### src/rtl/cluster_rate_monitor.sv
// Windowed cluster-rate statistics: saturating sum, peak and overflow count per
// WINDOW_BX crossings, handed to slow control through a rdy/ack snapshot.
module cluster_rate_monitor #(
    parameter int unsigned WINDOW_BX = 1024,
    parameter int unsigned SUM_W     = 21
) (
    input  logic             clock4x,
    input  logic             reset,
    input  logic             en_i,
    input  logic             clr_i,
    input  logic             bx_strobe_i,
    input  logic [10:0]      cnt_i,
    input  logic             overflow_i,
    output logic [SUM_W-1:0] sum_o,
    output logic [10:0]      peak_o,
    output logic [15:0]      ovf_bx_o,
    output logic             rdy_o,
    input  logic             ack_i,
    output logic             lost_o
);

    typedef enum logic {IDLE, RUN} state_t;

    state_t           r_state;
    logic [10:0]      r_cnt_s1;
    logic             r_stb_s1;
    logic [SUM_W-1:0] r_acc_sum;
    logic [10:0]      r_acc_peak;
    logic [15:0]      r_acc_ovf;
    logic [15:0]      r_nbx;

    logic             w_take;
    logic             w_last;
    logic [SUM_W:0]   w_sum_ext;
    logic [SUM_W-1:0] w_sum_nxt;
    logic [10:0]      w_peak_nxt;
    logic [16:0]      w_ovf_ext;
    logic [15:0]      w_ovf_nxt;

    // overflow_i lags cnt_i by one cycle, so it pairs with the S1 sample
    always_comb begin
        w_take     = (r_state == RUN) && en_i && r_stb_s1;
        w_last     = w_take && (r_nbx == 16'(WINDOW_BX - 1));
        w_sum_ext  = {1'b0, r_acc_sum} + (SUM_W + 1)'(r_cnt_s1);
        w_sum_nxt  = w_sum_ext[SUM_W] ? '1 : w_sum_ext[SUM_W-1:0];
        w_peak_nxt = (r_cnt_s1 > r_acc_peak) ? r_cnt_s1 : r_acc_peak;
        w_ovf_ext  = {1'b0, r_acc_ovf} + 17'(overflow_i);
        w_ovf_nxt  = w_ovf_ext[16] ? '1 : w_ovf_ext[15:0];
    end

    always_ff @(posedge clock4x or posedge reset) begin
        if (reset) begin
            r_state    <= IDLE;
            r_cnt_s1   <= '0;
            r_stb_s1   <= 1'b0;
            r_acc_sum  <= '0;
            r_acc_peak <= '0;
            r_acc_ovf  <= '0;
            r_nbx      <= '0;
            sum_o      <= '0;
            peak_o     <= '0;
            ovf_bx_o   <= '0;
            rdy_o      <= 1'b0;
            lost_o     <= 1'b0;
        end else if (clr_i) begin
            r_state    <= en_i ? RUN : IDLE;
            r_cnt_s1   <= '0;
            r_stb_s1   <= 1'b0;
            r_acc_sum  <= '0;
            r_acc_peak <= '0;
            r_acc_ovf  <= '0;
            r_nbx      <= '0;
            rdy_o      <= 1'b0;
            lost_o     <= 1'b0;
        end else begin
            r_cnt_s1 <= cnt_i;
            r_stb_s1 <= bx_strobe_i;

            case (r_state)
                IDLE:    if (en_i)  r_state <= RUN;
                RUN:     if (!en_i) r_state <= IDLE;
                default: r_state <= IDLE;
            endcase

            // Outside an enabled RUN cycle the partial window is discarded
            if ((r_state != RUN) || !en_i) begin
                r_acc_sum  <= '0;
                r_acc_peak <= '0;
                r_acc_ovf  <= '0;
                r_nbx      <= '0;
            end else if (w_last) begin
                sum_o      <= w_sum_nxt;
                peak_o     <= w_peak_nxt;
                ovf_bx_o   <= w_ovf_nxt;
                r_acc_sum  <= '0;
                r_acc_peak <= '0;
                r_acc_ovf  <= '0;
                r_nbx      <= '0;
            end else if (w_take) begin
                r_acc_sum  <= w_sum_nxt;
                r_acc_peak <= w_peak_nxt;
                r_acc_ovf  <= w_ovf_nxt;
                r_nbx      <= r_nbx + 16'd1;
            end

            // Window completion wins over a simultaneous ack
            if (w_last) begin
                rdy_o <= 1'b1;
                if (rdy_o && !ack_i) lost_o <= 1'b1;
            end else if (rdy_o && ack_i) begin
                rdy_o <= 1'b0;
            end
        end
    end

endmodule

### config.mk
export PLATFORM = sky130hd
export DESIGN_NAME = cluster_rate_monitor
export DESIGN_NICKNAME = d
export VERILOG_FILES = /design/src/rtl/cluster_rate_monitor.sv
export SDC_FILE = /design/constraint.sdc
export NUM_CORES = 1
export LEC_CHECK = 0
export CORE_MARGIN = 5
export CORE_UTILIZATION = 58
export DETAILED_ROUTE_END_ITERATION = 12
export MAX_ROUTING_LAYER = met4
export PLACE_DENSITY = 0.9
export RECOVER_POWER = 25
export REMOVE_ABC_BUFFERS = 1
export SLEW_MARGIN = 5
export SYNTH_ARGS = -nofsm -noshare
export SYNTH_HDL_FRONTEND = slang
export SYNTH_SLANG_ARGS = --single-unit
### constraint.sdc
create_clock -name clock4x -period 4.4 [get_ports clock4x]
set_input_delay 0.44 -clock clock4x [delete_from_list [all_inputs] [get_ports clock4x]]
set_output_delay 0.44 -clock clock4x [all_outputs]
set_load 0.05 [all_outputs]
==> run_results.csv, run 1 <==
group,metric,value,unit
outcome,status,"completed",
sta,rsz0062_at_grt,"no",
sta,finClkSkew,0.00517,ns
global_routing,met2_usage,41.6,%
die,die_h,119,µm
min_path,worst_hold_path.num_cells,2,
die,core_util_floorplan,59.4,%
yosys,syn_avg_cell_area,9.01,µm²
critical_path,crit_start,"clr_i",
sta,min_period_over_period,67.8,%
sta,hold_ws,0.477,ns
yosys,ys_area,6840,µm²
final_layout,finish.instance_area,8290,µm²
critical_path,arrival,3.32,ns
power,power_frac_comb,4.8,%
place,place.port_buffers,67,
routing,antenna_left,0,
critical_path,path_cells,"dlygate4sd3_1, clkbuf_1, and3b_1, nand2_1, nor2_1, a21oi_1",
power,pg_clk,1.64,mW
power,p_switching,0.610,mW
routing,dr.pass1.iters,5,
power,pwr-share-seq,40.0,%
critical_path,worstSetupPathType,"in2reg",
sta,hold_viol,0,
yosys,synth-edff-count,0,
yosys,synth_flops,127,
clock_tree,path_clk_slew,0.05,ns
final_layout,nNetsFinal,857,
global_routing,use_met3,5.40,%
routing,drt-met1-wl,7250,µm
global_routing,grt-busiest-layer,"met2",
die,chip_area,14100,µm²
min_path,min_to,"peak_o[10]$_DFFE_PP0P_",
critical_path,crit_family,"simple AND/OR/NAND/NOR gates",
clock_tree,root_buffer,"clkbuf_16",
sta,period_needed,2.98,ns
critical_path,required,4.74,ns
yosys,synth.most_common_cell,"dfrtp_1",
clock_tree,cts_setup_buffers,0,
critical_path,critPathSlowestCell,"nand2_1",
final_layout,logic_area,3390,µm²
global_routing,grt_pass1_wl,29400,µm
yosys,yosys_warnings,0,
yosys,synthesis.area,6840,µm²
yosys,ys_async_sr_fraction,100,%
clock_tree,clk_latency,0.42,ns
yosys,synthTopCellsByCount,"dfrtp_1, nor2_1, nand2_1",
final_layout,top_regs,"r_acc_sum (21), sum_o (21)",
critical_path,max_stage_delay,0.87,ns
critical_path,r2r_end,"sum_o[9]$_DFFE_PP0P_",
power,seq_power,1.19,mW
power,p_leak,3.52,nW
place,placed_cells,937,
[run 1: cell families after synthesis]
logic type / Yosys count / synth area share [%]
muxes: 4 / 0.750
and+or+nand+nor: 306 / 21.8
DFF: 127 / 46.4
AOI/OAI and AO/OA: 200 / 18.3
xor gates and xnor gates: 29 / 3.71
adders and majority gates: 26 / 4.86
buffers and inverters: 68 / 4.13
[run 1: final cells by class]
class                   instances  area share [%]
clock buffers                  22            5.96
multi-input cells             565            40.9
well taps                     143            2.16
inverters                      27            1.24
repair buffers                 75            8.92
clock inverters                10            2.46
flip-flops and latches        127            38.4
[run 1: worst reg2reg max path: cells and delay by family, from the launching register on]
family	cells	cell delay, ns
and+or+nand+nor	5	2.21
AOI/OAI and AO/OA	1	0.15
DFF	1	0.41
### Placed standard cells, run 1

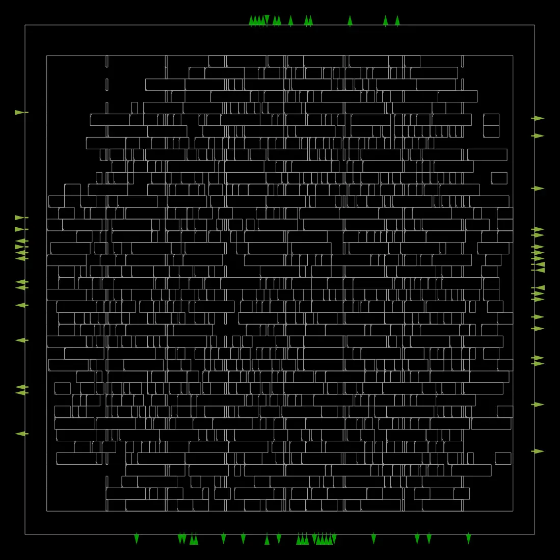
post-layout util: 72.0%
Fillers: 837

### Sizing map, run 1

Drawn at 4 px/µm.
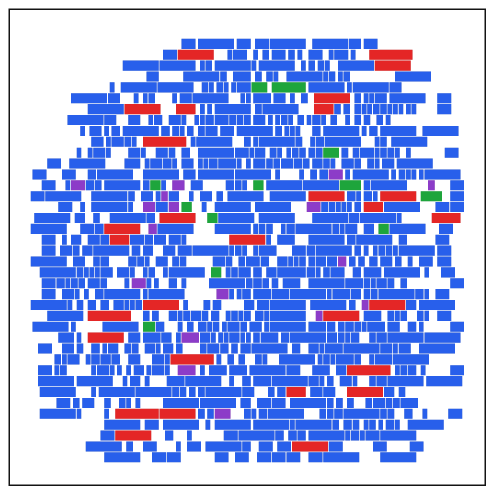
[x1 and smaller] blue | cells: 768 | share: 93%
[x6 and larger] red | cells: 29 | share: 3.5%
[x2] purple | cells: 17 | share: 2.1%
[x3 and x4] green | cells: 12 | share: 1.5%

### I/O pins on the die edge, run 1

Drawn at 4 px/µm. Pins as bars across the die edge, other pins in grey.
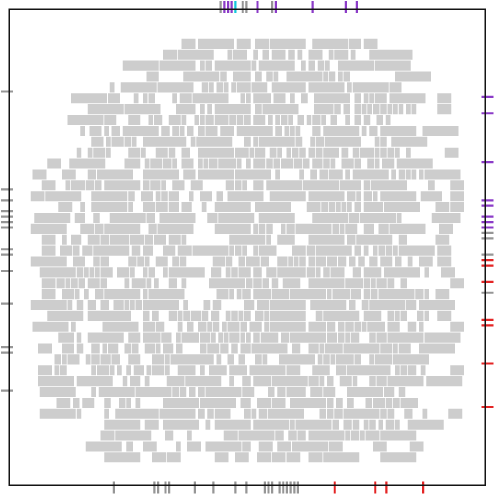
[peak_o] red | pins: 11 | direction: output | edge: 7 right, 4 bottom
[ovf_bx_o] purple | pins: 16 | direction: output | edge: 8 top, 8 right
[overflow_i] cyan | pins: 1 | direction: input | edge: top
all pins by edge: 22 bottom, 19 right, 14 left, 13 top

### Routed metal, one colour a layer, run 1

Drawn at 4 px/µm. Only two layers are drawn.
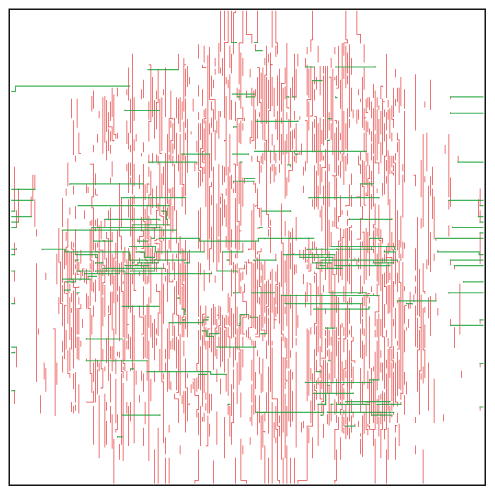

==> run 2: changes to the inputs <==
==> constraint.sdc (replaced) <==
create_clock -name clock4x -period 2.85 [get_ports clock4x]
set_input_delay 0.285 -clock clock4x [delete_from_list [all_inputs] [get_ports clock4x]]
set_output_delay 0.285 -clock clock4x [all_outputs]
set_load 0.05 [all_outputs]
### Routed metal, one colour a layer, run 2

Drawn at 4 px/µm. Only two layers are drawn.
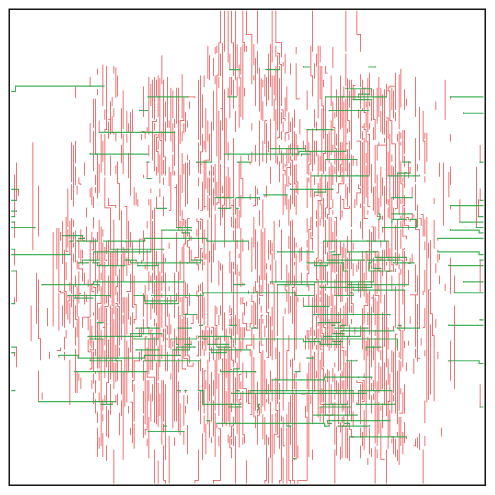
[M3] green | wire length: 1,400 µm
[M2] red | wire length: 9,220 µm

==> run_results.csv, run 2 <==
group,metric,value,unit
place,place.port_buffers,67,
yosys,syn_avg_cell_area,9.01,µm²
power,pg_clk,2.44,mW
final_layout,finish.instance_area,8380,µm²
final_layout,top_regs,"r_acc_sum (21), sum_o (21)",
sta,hold_ws,0.406,ns
die,die_h,119,µm
yosys,yosysTopAreaCell,"dfrtp_1",
outcome,violations,"max-capacitance violations, max-slew violations",
final_layout,nNetsFinal,873,
global_routing,gr-total-overflow,0,
clock_tree,clk_latency,0.43,ns
global_routing,grt_pass1_vias,6382,
place,placed_cells,953,
yosys,synth-edff-count,0,
clock_tree,cts_made_buffers,17,
outcome,status,"complete, but fails checks",
yosys,synthTopCellsByCount,"dfrtp_1, nor2_1, nand2_1",
power,power_leader,"clock",
power,p_switching,0.960,mW
yosys,yosys_warnings,0,
routing,dr.pass1.iters,5,
routing,vias,6284,
flow_run,warning_count,25,
min_path,worst_hold_path.num_cells,2,
power,p_leak,3.58,nW
power,p_per_area,539,nW/µm²
sta,finClkSkew,0.00671,ns
yosys,synth.distinct_cells,70,
yosys,simple_gate_area_share,21.8,%
critical_path,worstSetupPathType,"reg2reg",
yosys,synthMuxAreaShare,0.750,%
sta,min_period_over_period,92.3,%
yosys,top_cells_by_area,"dfrtp_1, nor2_1, ha_1, o21ai_0, nand2_1",
yosys,synth_flops,127,
critical_path,r2r_end,"r_acc_sum[13]$_DFFE_PP0P_",
yosys,yosysCellCount,760,
power,pwr-share-seq,40.6,%
die,core_util_floorplan,59.4,%
final_layout,instances_no_fill,984,
power,p_total,4.52,mW
final_layout,logic_area,3390,µm²
power,seq_power,1.83,mW
min_path,min_to,"r_cnt_s1[8]$_DFF_PP0_",
sta,slew_headroom,-38.8,%
power,comb_power,0.239,mW
sta,period_needed,2.63,ns
yosys,ys_sh_xor,3.71,%
min_path,hp-start,"cnt_i[8]",
yosys,aoi_share,18.3,%
clock_tree,cts_setup_buffers,0,
yosys,fa_ha_area_share,4.86,%
yosys,ys_area,6840,µm²
die,rows,39,
final_layout,nFillCells,784,
yosys,synth.most_common_cell,"dfrtp_1",
clock_tree,path_clk_slew,0.06,ns
flow_run,cap_violations,1,
die,io_pins,68,
die,chip_area,14100,µm²
critical_path,crit_start,"r_cnt_s1[3]$_DFF_PP0_",
place,routabilityCongestion,0.927,
critical_path,required,3.17,ns
sta,hold_viol,0,
clock_tree,root_buffer,"clkbuf_16",
sta,final_max_slew_viol_count,43,
routing,antenna_left,0,
place,dp_hpwl,12300,µm
final_layout,lay_top_cells,"dfrtp_1, nor2_1, nand2_1, clkdlybuf4s50_1, o21ai_0",
final_layout,regArea,3180,µm²
power,power_frac_comb,5.3,%
critical_path,r2r-start,"r_cnt_s1[3]$_DFF_PP0_",
power,p_int,3.56,mW
sta,clock.fmax,380,MHz
critical_path,arrival,2.95,ns
sta,rsz0062_at_grt,"no",
yosys,ys_async_sr_fraction,100,%
routing,vias_per_cell,6.39,
global_routing,grt_pass1_wl,31200,µm
final_layout,final_util,72.8,%
yosys,top_logic_kind,"simple AND/OR/NAND/NOR gates",
yosys,synthesis.area,6840,µm²
[run 2: routing by layer]
layer  vias to the layer above  GRT usage, %  share of wire (%)
met3                        67          6.92                7.5
met2                       330          45.1                 50
li1                       2836             -                  -
met1                      3051          33.7                 39
met5                         -             -                  0
met4                         0          13.0                3.4
[run 2: critical path: stages, from the launching register on]
cell and delay [ns]:
dfrtp_1 0.42, ha_1 0.36, and2_1 0.21, a221o_1 0.36, nor2_1 0.20, o211ai_2 0.34, and2_1 0.32, a311oi_1 0.31
[run 2: area by class of cell]
cell class / count / area share [%]
Sequential cell: 127 / 37.9
Inverter: 27 / 1.22
Clock inverter: 11 / 2.54
Tap cell: 143 / 2.13
Multi-Input combinational cell: 565 / 40.4
Clock buffer: 20 / 5.33
Timing Repair Buffer: 91 / 10.4
### Placed standard cells, run 2

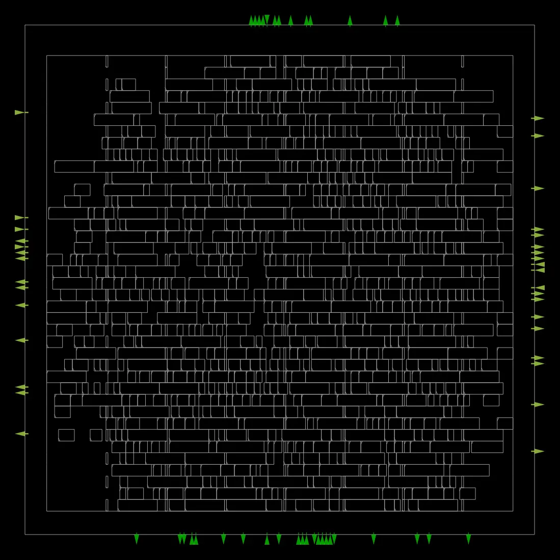

==> run 3: changes to the inputs <==
--- a/config.mk
+++ b/config.mk
@@ -12,6 +12,7 @@
 export PLACE_DENSITY = 0.9
 export RECOVER_POWER = 25
 export REMOVE_ABC_BUFFERS = 1
+export SETUP_SLACK_MARGIN = 0.5
 export SLEW_MARGIN = 5
 export SYNTH_ARGS = -nofsm -noshare
 export SYNTH_HDL_FRONTEND = slang
### Placed standard cells, run 3

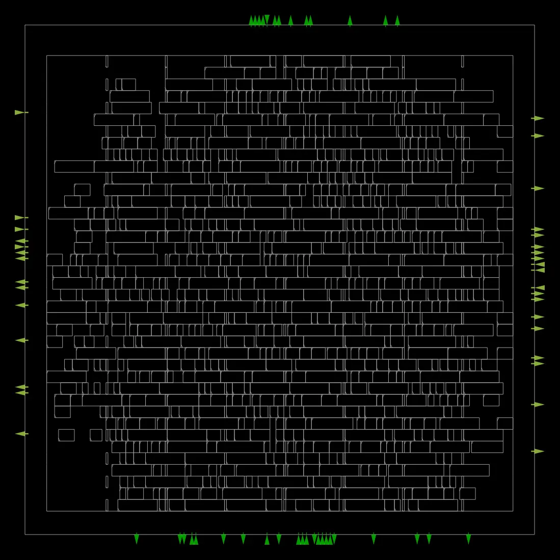
# Taps: 143
flip-flop and latch count: 127
Seq/total area: 36.5%
core area: 11,500 µm²

==> run_results.csv, run 3 <==
group,metric,value,unit
outcome,status,"complete, but fails checks",
outcome,violations,"max-capacitance violations, max-slew violations",
global_routing,grtUsageMet1,34.4,%
final_layout,final_util,75.7,%
yosys,syn_avg_cell_area,9.01,µm²
yosys,fa_ha_area_share,4.86,%
critical_path,r2r_end,"r_acc_sum[5]$_DFFE_PP0P_",
critical_path,arrival,2.85,ns
final_layout,buffers,97,
sta,slew_headroom,-37.0,%
power,p_leak,3.64,nW
critical_path,max_stage_delay,0.48,ns
yosys,ys_async_sr_fraction,100,%
die,core_util_floorplan,59.4,%
flow_run,warning_count,27,
sta,final_max_slew_viol_count,43,
place,place.port_buffers,67,
routing,antenna_left,0,
yosys,synthTopCellsByCount,"dfrtp_1, nor2_1, nand2_1",
die,io_pins,68,
yosys,synthesis.area,6840,µm²
yosys,yosysCellCount,760,
routing,dr_wl_met3,1890,µm
critical_path,critPathSlowestCell,"ha_1",
routing,wl_met2,9940,µm
yosys,synth-edff-count,0,
sta,rsz0062_at_grt,"yes",
final_layout,nNetsFinal,881,
global_routing,gr-total-overflow,0,
yosys,yosysTopAreaCell,"dfrtp_1",
yosys,synth_flops,127,
sta,finClkSkew,0.00775,ns
clock_tree,root_buffer,"clkbuf_16",
final_layout,top_regs,"r_acc_sum (21), sum_o (21)",
yosys,synth.distinct_cells,70,
yosys,top_cells_by_area,"dfrtp_1, nor2_1, ha_1, o21ai_0, nand2_1",
power,p_per_area,523,nW/µm²
final_layout,nFillCells,703,
yosys,synthMuxAreaShare,0.750,%
critical_path,required,3.16,ns
power,p_total,4.56,mW
yosys,aoi_share,18.3,%
sta,period_needed,2.54,ns
place,placed_cells,953,
sta,clock.fmax,394,MHz
critical_path,worstSetupPathType,"reg2reg",
routing,highest_layer,"met4",
final_layout,finish.instance_area,8720,µm²
yosys,synth.most_common_cell,"dfrtp_1",
final_layout,lay_top_cells,"dfrtp_1, nor2_1, nand2_1, clkdlybuf4s50_1, o21ai_0",
final_layout,clkCellAreaFrac,7.56,%
critical_path,crit_start,"r_cnt_s1[7]$_DFF_PP0_",
final_layout,logic_area,3660,µm²
final_layout,comb_area_share,42.0,%
critical_path,path_cells,"ha_1, nand2_1, o21ai_1, nand3_2, o211ai_4, nor2_1, o21ai_0",
clock_tree,clk_latency,0.43,ns
final_layout,regArea,3180,µm²
min_path,min_to,"r_cnt_s1[8]$_DFF_PP0_",
critical_path,r2r-start,"r_cnt_s1[7]$_DFF_PP0_",
final_layout,nMultiInputCombCells,567,
final_layout,inverters,27,
final_layout,largest_class,"combinational gates",
sta,hold_ws,0.405,ns
sta,min_period_over_period,89.1,%
min_path,worst_hold_path.num_cells,2,
flow_run,cap_violations,1,
global_routing,grt-busiest-layer,"met2",
min_path,hp-start,"cnt_i[8]",
clock_tree,path_clk_slew,0.06,ns
-- run 3: cell counts after synthesis --
No cell type changed its count.
-- run 3: worst max-delay path: cells and delay by family (launching register included) --
family | cells | cell delay, ns
AND/OR/NAND/NOR | 3 | 0.56
flip-flops | 1 | 0.46
AND-OR/OR-AND | 3 | 0.92
adder cells (fa/ha/maj) | 1 | 0.48
-- run 3: what timing repair did --
item | CTS | global route
cloned | 1 | 1
endpoints found under the setup margin | 36 | 59
setup buffers | 1 | 5
pin swaps | 5 | 15
gates resized | 18 | 41
-- run 3: power breakdown --
group	total [mW]	internal (mW)	switching (mW)	leakage, nW
Clock	2.46	1.65	0.801	0.324
Sequential	1.83	1.82	0.0178	1.76
Combinational	0.267	0.0985	0.169	1.55
Total	4.56	3.57	0.987	3.64
No activity file was given, so power comes from the tool's default toggle rates.
